## config.mk

```make
export PLATFORM = sky130hd
export DESIGN_NAME = mux_scan_scheduler
export DESIGN_NICKNAME = d
export VERILOG_FILES = /design/src/rtl/mux_scan_scheduler.sv
export SDC_FILE = /design/constraint.sdc
export NUM_CORES = 1
export LEC_CHECK = 0
export CELL_PAD_IN_SITES_DETAIL_PLACEMENT = 1
export CELL_PAD_IN_SITES_GLOBAL_PLACEMENT = 1
export CORE_ASPECT_RATIO = 0.8
export CORE_MARGIN = 3
export CORE_UTILIZATION = 49
export DETAILED_ROUTE_END_ITERATION = 16
export DONT_BUFFER_PORTS = 1
export GPL_TIMING_DRIVEN = 0
export PLACE_DENSITY = 0.78
export SYNTH_ARGS = -nofsm -noshare
export SYNTH_HDL_FRONTEND = slang
export SYNTH_SLANG_ARGS = --single-unit
```

## constraint.sdc

```tcl
create_clock -name clk -period 4.2 [get_ports clk]
set_input_delay 0.42 -clock clk [delete_from_list [all_inputs] [get_ports clk]]
set_output_delay 0.42 -clock clk [all_outputs]
set_load 0.03 [all_outputs]
```

## src/rtl/mux_scan_scheduler.sv

```systemverilog
// mux_scan_scheduler: round-robin scan of an 8-to-1 mux with a fixed dwell per channel.
// Samples the mux data bit on the last dwell cycle and reports it with its channel number.
module mux_scan_scheduler #(
    parameter int DWELL = 4
) (
    input  logic       clk,
    input  logic       rst,
    input  logic       en,
    input  logic [7:0] req,
    input  logic       mux_out,
    output logic [2:0] control,
    output logic       active,
    output logic [7:0] grant,
    output logic       sample,
    output logic [2:0] sample_ch,
    output logic       sample_valid
);
    typedef enum logic {IDLE, HOLD} state_t;
    state_t     state;
    logic [7:0] counter;
    logic [2:0] last;
    logic [2:0] pick;
    // Descending scan so the closest requester after last wins; offset 8 wraps to last itself.
    always_comb begin
        pick = last;
        for (int k = 7; k >= 0; k--)
            if (req[last + 3'(k + 1)]) pick = last + 3'(k + 1);
    end
    always_ff @(posedge clk or posedge rst) begin
        if (rst) begin
            state        <= IDLE;
            control      <= 3'd0;
            active       <= 1'b0;
            grant        <= 8'd0;
            sample       <= 1'b0;
            sample_ch    <= 3'd0;
            sample_valid <= 1'b0;
            counter      <= 8'd0;
            last         <= 3'd7;
        end else begin
            sample_valid <= 1'b0;
            if (state == IDLE) begin
                if (en && req != 8'd0) begin
                    control <= pick;
                    grant   <= 8'd1 << pick;
                    counter <= 8'(DWELL - 1);
                    active  <= 1'b1;
                    state   <= HOLD;
                end
            end else if (!en) begin
                state  <= IDLE;
                active <= 1'b0;
                grant  <= 8'd0;
            end else if (counter != 8'd0) begin
                counter <= counter - 8'd1;
            end else begin
                sample       <= mux_out;
                sample_ch    <= control;
                sample_valid <= 1'b1;
                last         <= control;
                state        <= IDLE;
                active       <= 1'b0;
                grant        <= 8'd0;
            end
        end
    end
endmodule
```

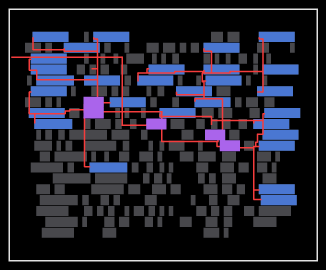
Fig. 1. Clock distribution (run 1).
Scale: 4 px per um.
[red] clock wires | length: 365 um
[blue] flip-flops | count: 29
[purple] clock drivers | count: 5
routed clock nets	6
clock latency on the worst-skew pair: 280 ps

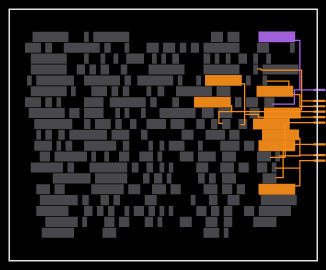
Fig. 2. Nets reached from selected ports (run 1).
Scale: 4 px per um.
colour	port	bits	direction	edge	end cells	buffers	wire
purple	active	1	output	east	1	0	27.7 um
orange	grant	8	output	east	8	0	168 um
count of buffers inserted at the top-level ports: 0
# IOs: 29

==> tab_implementation.tex, run 1 <==
% Table of physical implementation metrics
\begin{tabular}{lr}
\hline
Metric & Value \\
\hline
\multicolumn{2}{l}{\textbf{Global route}} \\
\quad Number of antenna violations at the first check in global routing & 0 \\
\quad Total track usage & 0.231 \\
\quad Remaining global-route overflow & 0 \\
\multicolumn{2}{l}{\textbf{Final layout}} \\
\quad Clock network area share & 0.0409 \\
\quad Fill cell instance count of the final layout & 423 \\
\quad Data-path buffer share of cell area in the final layout & 0.0202 \\
\quad Relative area change from synthesis to final layout & 7.94\% \\
\quad Number of antenna cells inserted & 0 \\
\quad Number of logic gates & 141 \\
\quad Comb/total area & 0.541 \\
\quad Final cell area excluding filler cells & 0.00211 mm2 \\
\quad Final standard cell count with taps included and fillers excluded & 249 \\
\quad Count of non-CTS inverters in the layout & 11 \\
\multicolumn{2}{l}{\textbf{Critical path}} \\
\quad Launch point of the worst path & last[1]\$\_DFFE\_PP1P\_ \\
\multicolumn{2}{l}{\textbf{Yosys}} \\
\quad Average instance area after synthesis & 10.3 um2 \\
\quad Post-synth design cell area & 0.00195 mm2 \\
\quad Post-synth ARST share & 1.00 \\
\quad Number of synthesized flops with an enable pin & 0 \\
\quad Number of nets in the synthesized netlist & 204 \\
\multicolumn{2}{l}{\textbf{Drt}} \\
\quad Vias per cell & 6.24 \\
\quad Detail-routed net length per standard cell & 20.3 um \\
\quad Number of antenna-violating nets in the routed design & 0 \\
\quad Highest metal layer used by the detailed router & met4 \\
\quad DR WL met2 & 2.23 mm \\
\multicolumn{2}{l}{\textbf{Die}} \\
\quad Die footprint & 0.00479 mm2 \\
\quad Die Y & 62.5 um \\
\multicolumn{2}{l}{\textbf{Outcome}} \\
\quad Outcome & finished, final reports clean \\
\multicolumn{2}{l}{\textbf{Clock tree}} \\
\quad CTS Sinks & 29 \\
\quad Library cell used as clock root buffer & sky130\_fd\_sc\_hd\_\_clkbuf\_8 \\
\quad Clock tree from TritonCTS & built \\
\multicolumn{2}{l}{\textbf{Final timing}} \\
\quad Final number of max-transition violations & 0 \\
\quad Final hold vios & 0 \\
\quad Minimum clock period after layout & 3900 ps \\
\quad Actual transition at the worst max-transition pin & 1060 ps \\
\quad Worst hold-check slack & 289 ps \\
\multicolumn{2}{l}{\textbf{Place}} \\
\quad Placer Congestion & 0.930 \\
\quad Cell count after placement & 241 \\
\multicolumn{2}{l}{\textbf{Flow run}} \\
\quad Count of tool warnings & 27 \\
\hline
\end{tabular}
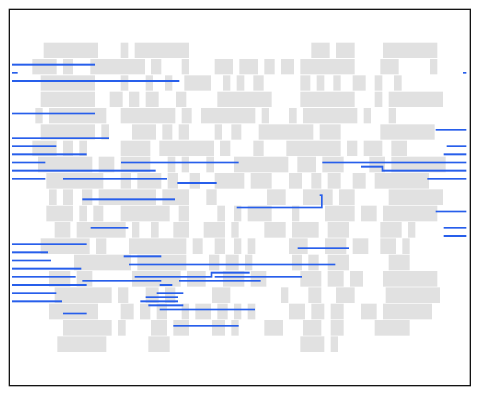
Fig. 3. Signal wires on met3 (run 1).
Scale: 6 px per um.
longest straight run	34.0 um
nets with wire on the layer	39
share of all routed wire	10%
detailed-route via count: 1554
DRT Wirelength: 5.05 mm
global routing usage on met3: 0.0865

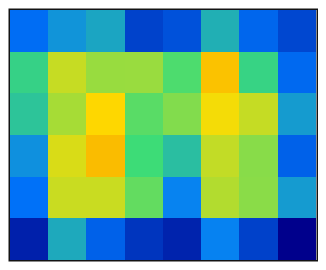
Fig. 4. Placement density heat map (run 1).
Scale: 4 px per um. 8 x 6 tiles, from dark blue (low) to red (high), 0 to 100% covered.
mean over tiles	43%
fullest tile	79%
tiles over 75% full	6.2%
nearly empty tiles	2.1%
floorplan-stage core utilization: 0.537
area of the placeable core: 0.00364 mm2
core occupancy in the finished layout: 0.580

run 1: sequential cells by signal, summed over array words and instances, names as in the netlist:
| name | count |
|---|---|
| control | 3 |
| sample_ch | 3 |
| sample_valid | 1 |
| sample | 1 |
| active | 1 |
| grant | 8 |
| state | 1 |
| last | 3 |
| counter | 8 |
run 1: worst max-delay path, delay by kind of cell, from the launching register on:
| kind | cells | cell delay, ps |
|---|---|---|
| AND/OR/NAND/NOR | 1 | 210 |
| multiplexers | 3 | 1340 |
| buffers and inverters | 3 | 800 |
| flip-flops | 1 | 590 |
| AND-OR/OR-AND | 3 | 520 |
| adder cells (fa/ha/maj) | 1 | 330 |
run 1: cell usage after synthesis, types with 2 or more instances:
library cell	n	area (um2)
sky130_fd_sc_hd__nor3_1	5	25.0
sky130_fd_sc_hd__mux4_1	3	78.8
sky130_fd_sc_hd__o31ai_1	4	30.0
sky130_fd_sc_hd__mux2i_1	9	90.1
sky130_fd_sc_hd__nor2_1	14	52.6
sky130_fd_sc_hd__or2_2	2	12.5
sky130_fd_sc_hd__o211ai_1	3	22.5
sky130_fd_sc_hd__xor2_1	3	26.3
sky130_fd_sc_hd__and2_1	2	12.5
sky130_fd_sc_hd__nand2_1	17	63.8
sky130_fd_sc_hd__nor2b_1	2	12.5
sky130_fd_sc_hd__buf_2	4	20.0
sky130_fd_sc_hd__xnor2_1	6	52.6
sky130_fd_sc_hd__nand3b_1	2	15.0
sky130_fd_sc_hd__or4_1	3	22.5
sky130_fd_sc_hd__nand4_1	2	12.5
sky130_fd_sc_hd__a21oi_1	7	35.0
sky130_fd_sc_hd__o21ai_0	15	75.1
sky130_fd_sc_hd__a32o_1	2	20.0
sky130_fd_sc_hd__a31oi_1	3	18.8
sky130_fd_sc_hd__ha_1	3	37.5
sky130_fd_sc_hd__mux2_2	4	45.0
sky130_fd_sc_hd__a41o_1	2	20.0
sky130_fd_sc_hd__dfstp_2	3	78.8
sky130_fd_sc_hd__mux4_2	8	180
sky130_fd_sc_hd__inv_1	10	37.5
sky130_fd_sc_hd__clkbuf_1	3	11.3
sky130_fd_sc_hd__dfrtp_1	26	651
sky130_fd_sc_hd__o22ai_1	2	12.5
run 1: path summary, 6_finish.rpt:
path | to | cells after the start | slack, ps
max | grant[2]$_DFFE_PP0P_ | 11 | 300
min | active$_DFFE_PP0P_ | 1 | 290
max reg2reg | grant[2]$_DFFE_PP0P_ | 11 | 300
min reg2reg | counter[0]$_DFFE_PP0P_ | 1 | 480
max in group asynchronous | sample_ch[2]$_DFFE_PP0P_ | 1 | 3260
min in group clk | sample$_DFFE_PP0P_ | 1 | 300
run 1: cells by family after synthesis:
family / synth area share
fa+ha+maj: 0.0192
flops: 0.373
mux: 0.219
simple gates: 0.134
buf+inv: 0.0429
xor+xnor: 0.0487
compound gates: 0.163
run 1: stage by stage:
| stage | setup slack (ps) |
|---|---|
| finish | 296 |
| global route | 39.4 |
| CTS | 215 |
| detailed placement | 231 |
| global placement | 293 |
| floorplan | 763 |
run 1: repair_timing:
action | CTS | global route
gates resized | 0 | 1
setup endpoints to repair | 0 | 6
hold buffers | 0 | 0
==> run 2, diff against run 1 <==
- CORE_MARGIN: 3 -> unset
- clock period: 4.2 -> 3.65 ns (I/O delays scaled with it)
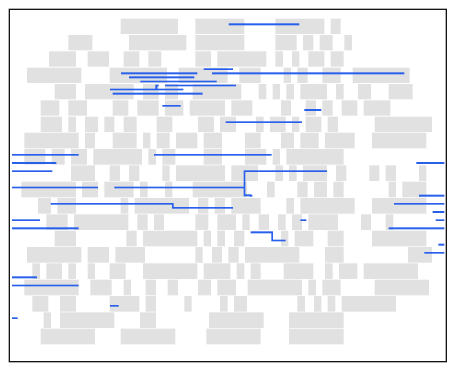
Fig. 5. Signal wires on met3 (run 2).
Scale: 6 px per um.
main direction	horizontal
nets with wire on the layer	30
share of all routed wire	6.9%
wire length on this layer	340 um
longest straight run	31.7 um
global routing usage on met3: 0.0856
DRT Wirelength: 4.95 mm
detailed-route via count: 1574

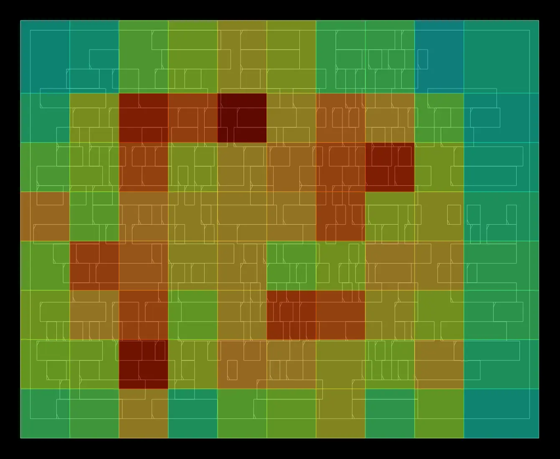
Fig. 6. Routing congestion (run 2).
routing usage on met1: 0.366
detail-routed net length per standard cell: 19.4 um
core occupancy in the finished layout: 0.570
total track usage: 0.272
Most Used Layer, Global Route: met2

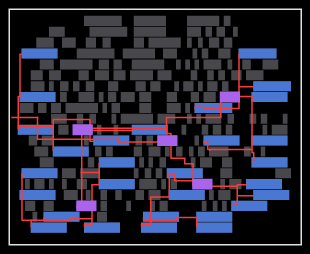
Fig. 7. Clock distribution (run 2).
Scale: 4 px per um.
[purple] clock drivers | count: 5
[red] clock wires | length: 384 um
[blue] flip-flops | count: 29
routed clock nets	6

==> tab_implementation.tex, run 2 <==
% Table of physical implementation metrics
\begin{tabular}{lr}
\hline
Metric & Value \\
\hline
\multicolumn{2}{l}{\textbf{Outcome}} \\
\quad Outcome & finished, final reports clean \\
\multicolumn{2}{l}{\textbf{Flow run}} \\
\quad Count of tool warnings & 27 \\
\multicolumn{2}{l}{\textbf{Clock tree}} \\
\quad Library cell used as clock root buffer & sky130\_fd\_sc\_hd\_\_clkbuf\_8 \\
\quad Clock latency on the worst-skew pair & 280 ps \\
\quad CTS Sinks & 29 \\
\quad Clock tree from TritonCTS & built \\
\multicolumn{2}{l}{\textbf{Final timing}} \\
\quad Minimum clock period after layout & 3480 ps \\
\quad Actual transition at the worst max-transition pin & 1100 ps \\
\quad Final number of max-transition violations & 0 \\
\quad Final hold vios & 0 \\
\multicolumn{2}{l}{\textbf{Final layout}} \\
\quad Final cell area excluding filler cells & 0.00217 mm2 \\
\quad Data-path buffer share of cell area in the final layout & 0.0352 \\
\quad Number of antenna cells inserted & 0 \\
\quad Count of non-CTS inverters in the layout & 11 \\
\quad Number of logic gates & 141 \\
\quad Relative area change from synthesis to final layout & 10.9\% \\
\quad Comb/total area & 0.529 \\
\quad Top flop regs & counter x8, grant x8 \\
\quad Clock network area share & 0.0468 \\
\multicolumn{2}{l}{\textbf{Die}} \\
\quad Die Y & 58.5 um \\
\quad Area of the placeable core & 0.00380 mm2 \\
\quad Die footprint & 0.00425 mm2 \\
\quad \# IOs & 29 \\
\quad Die X-Extent & 72.6 um \\
\multicolumn{2}{l}{\textbf{Global route}} \\
\quad First-pass GRT wire length & 8.54 mm \\
\quad Number of antenna violations at the first check in global routing & 0 \\
\quad Remaining global-route overflow & 0 \\
\multicolumn{2}{l}{\textbf{Yosys}} \\
\quad Number of nets in the synthesized netlist & 204 \\
\quad Dominant flop cell & sky130\_fd\_sc\_hd\_\_dfrtp\_1 \\
\quad Average instance area after synthesis & 10.3 um2 \\
\quad Area leader, netlist & sky130\_fd\_sc\_hd\_\_dfrtp\_1 \\
\quad Top cell area share & 0.333 \\
\quad Top post-synthesis cells by count & 26 x sky130\_fd\_sc\_hd\_\_dfrtp\_1, 17 x sky130\_fd\_sc\_hd\_\_nand2\_1, 15 x sky130\_fd\_sc\_hd\_\_o21ai\_0, 14 x sky130\_fd\_sc\_hd\_\_nor2\_1, 10 x sky130\_fd\_sc\_hd\_\_inv\_1 \\
\quad Number of synthesized flops with an enable pin & 0 \\
\quad Most repeated cell in the gate-level netlist after synthesis & sky130\_fd\_sc\_hd\_\_dfrtp\_1 \\
\quad Post-synth design cell area & 0.00195 mm2 \\
\quad Post-synth ARST share & 1.00 \\
\multicolumn{2}{l}{\textbf{Worst hold path}} \\
\quad Hold Crit Depth & 1 \\
\multicolumn{2}{l}{\textbf{Drt}} \\
\quad Number of antenna-violating nets in the routed design & 0 \\
\quad Vias per cell & 6.17 \\
\multicolumn{2}{l}{\textbf{Place}} \\
\quad Placer Congestion & 0.897 \\
\quad Count of buffers inserted at the top-level ports & 0 \\
\multicolumn{2}{l}{\textbf{Critical path}} \\
\quad Worst Reg-to-Reg Cells & 12 \\
\quad CP Class & flip-flop to flip-flop \\
\hline
\end{tabular}
run 2: netlist changes by cell type in the layout (fill, tap and decap cells not counted):
cell                         previous run  this run
sky130_fd_sc_hd__buf_4                  0         5
sky130_fd_sc_hd__buf_2                  4         1
sky130_fd_sc_hd__clkbuf_8               5         7
sky130_fd_sc_hd__clkinvlp_4             2         0
sky130_fd_sc_hd__a31oi_1                3         2
sky130_fd_sc_hd__a31oi_2                0         1
sky130_fd_sc_hd__buf_6                  1         2
sky130_fd_sc_hd__clkinv_2               2         1
sky130_fd_sc_hd__inv_4                  0         1
run 2: stage by stage:
stage,worst slack (ps),util,cells,hold WS (ps)
2_1_floorplan,213,-,189,440
3_3_place_gp,-190,0.532,244,455
3_5_place_dp,-268,0.532,244,490
4_1_cts,9.58,0.564,254,232
5_1_grt,9.05,0.570,255,233
6_report,170,0.570,255,243
run 2: worst paths after layout:
path	start	to	slack, ps
max in group asynchronous	rst	sample_ch[1]$_DFFE_PP0P_	2740
worst max-delay path	last[0]$_DFFE_PP1P_	grant[2]$_DFFE_PP0P_	170
worst max register to register	last[0]$_DFFE_PP1P_	grant[2]$_DFFE_PP0P_	170
worst min-delay path	mux_out	sample$_DFFE_PP0P_	240
min in group asynchronous	rst	counter[7]$_DFFE_PP0P_	250
worst min register to register	counter[0]$_DFFE_PP0P_	counter[0]$_DFFE_PP0P_	500
run 2: timing repair:
| item | CTS | global route |
|---|---|---|
| resized | 3 | 5 |
| endpoints found under the setup margin | 11 | 11 |
| buffers inserted | 2 | 1 |
| pin swaps | 1 | 0 |
run 2: routing by layer:
layer / global-route usage / part of all wire / vias to the layer above
met2: 0.426 / 0.47 / 54
met5: 0 / 0 / -
met3: 0.0856 / 0.068 / 6
met4: 0.0812 / 0.0087 / 0
met1: 0.366 / 0.45 / 786
li1: - / - / 728
run 2: cell families (layout without fill, tap and decap cells):
| group | Yosys count | in the layout | synth area share |
|---|---|---|---|
| mux | 26 | 26 | 0.219 |
| compound gates | 48 | 48 | 0.163 |
| buf+inv | 19 | 30 | 0.0429 |
| simple gates | 54 | 54 | 0.134 |
| flops | 29 | 29 | 0.373 |
| xor+xnor | 10 | 10 | 0.0487 |
| fa+ha+maj | 3 | 3 | 0.0192 |
run 2: worst max-delay path: stages, from the launching register on:
cell and delay, ps:
sky130_fd_sc_hd__dfstp_2 540, sky130_fd_sc_hd__buf_6 150, sky130_fd_sc_hd__buf_6 180, sky130_fd_sc_hd__inv_1 110
sky130_fd_sc_hd__ha_1 300, sky130_fd_sc_hd__buf_4 180, sky130_fd_sc_hd__mux4_2 560, sky130_fd_sc_hd__nand2_1 100
sky130_fd_sc_hd__nand4_1 100, sky130_fd_sc_hd__a31o_1 240, sky130_fd_sc_hd__a311o_1 380, sky130_fd_sc_hd__a22o_1 250
sky130_fd_sc_hd__a32o_1 270
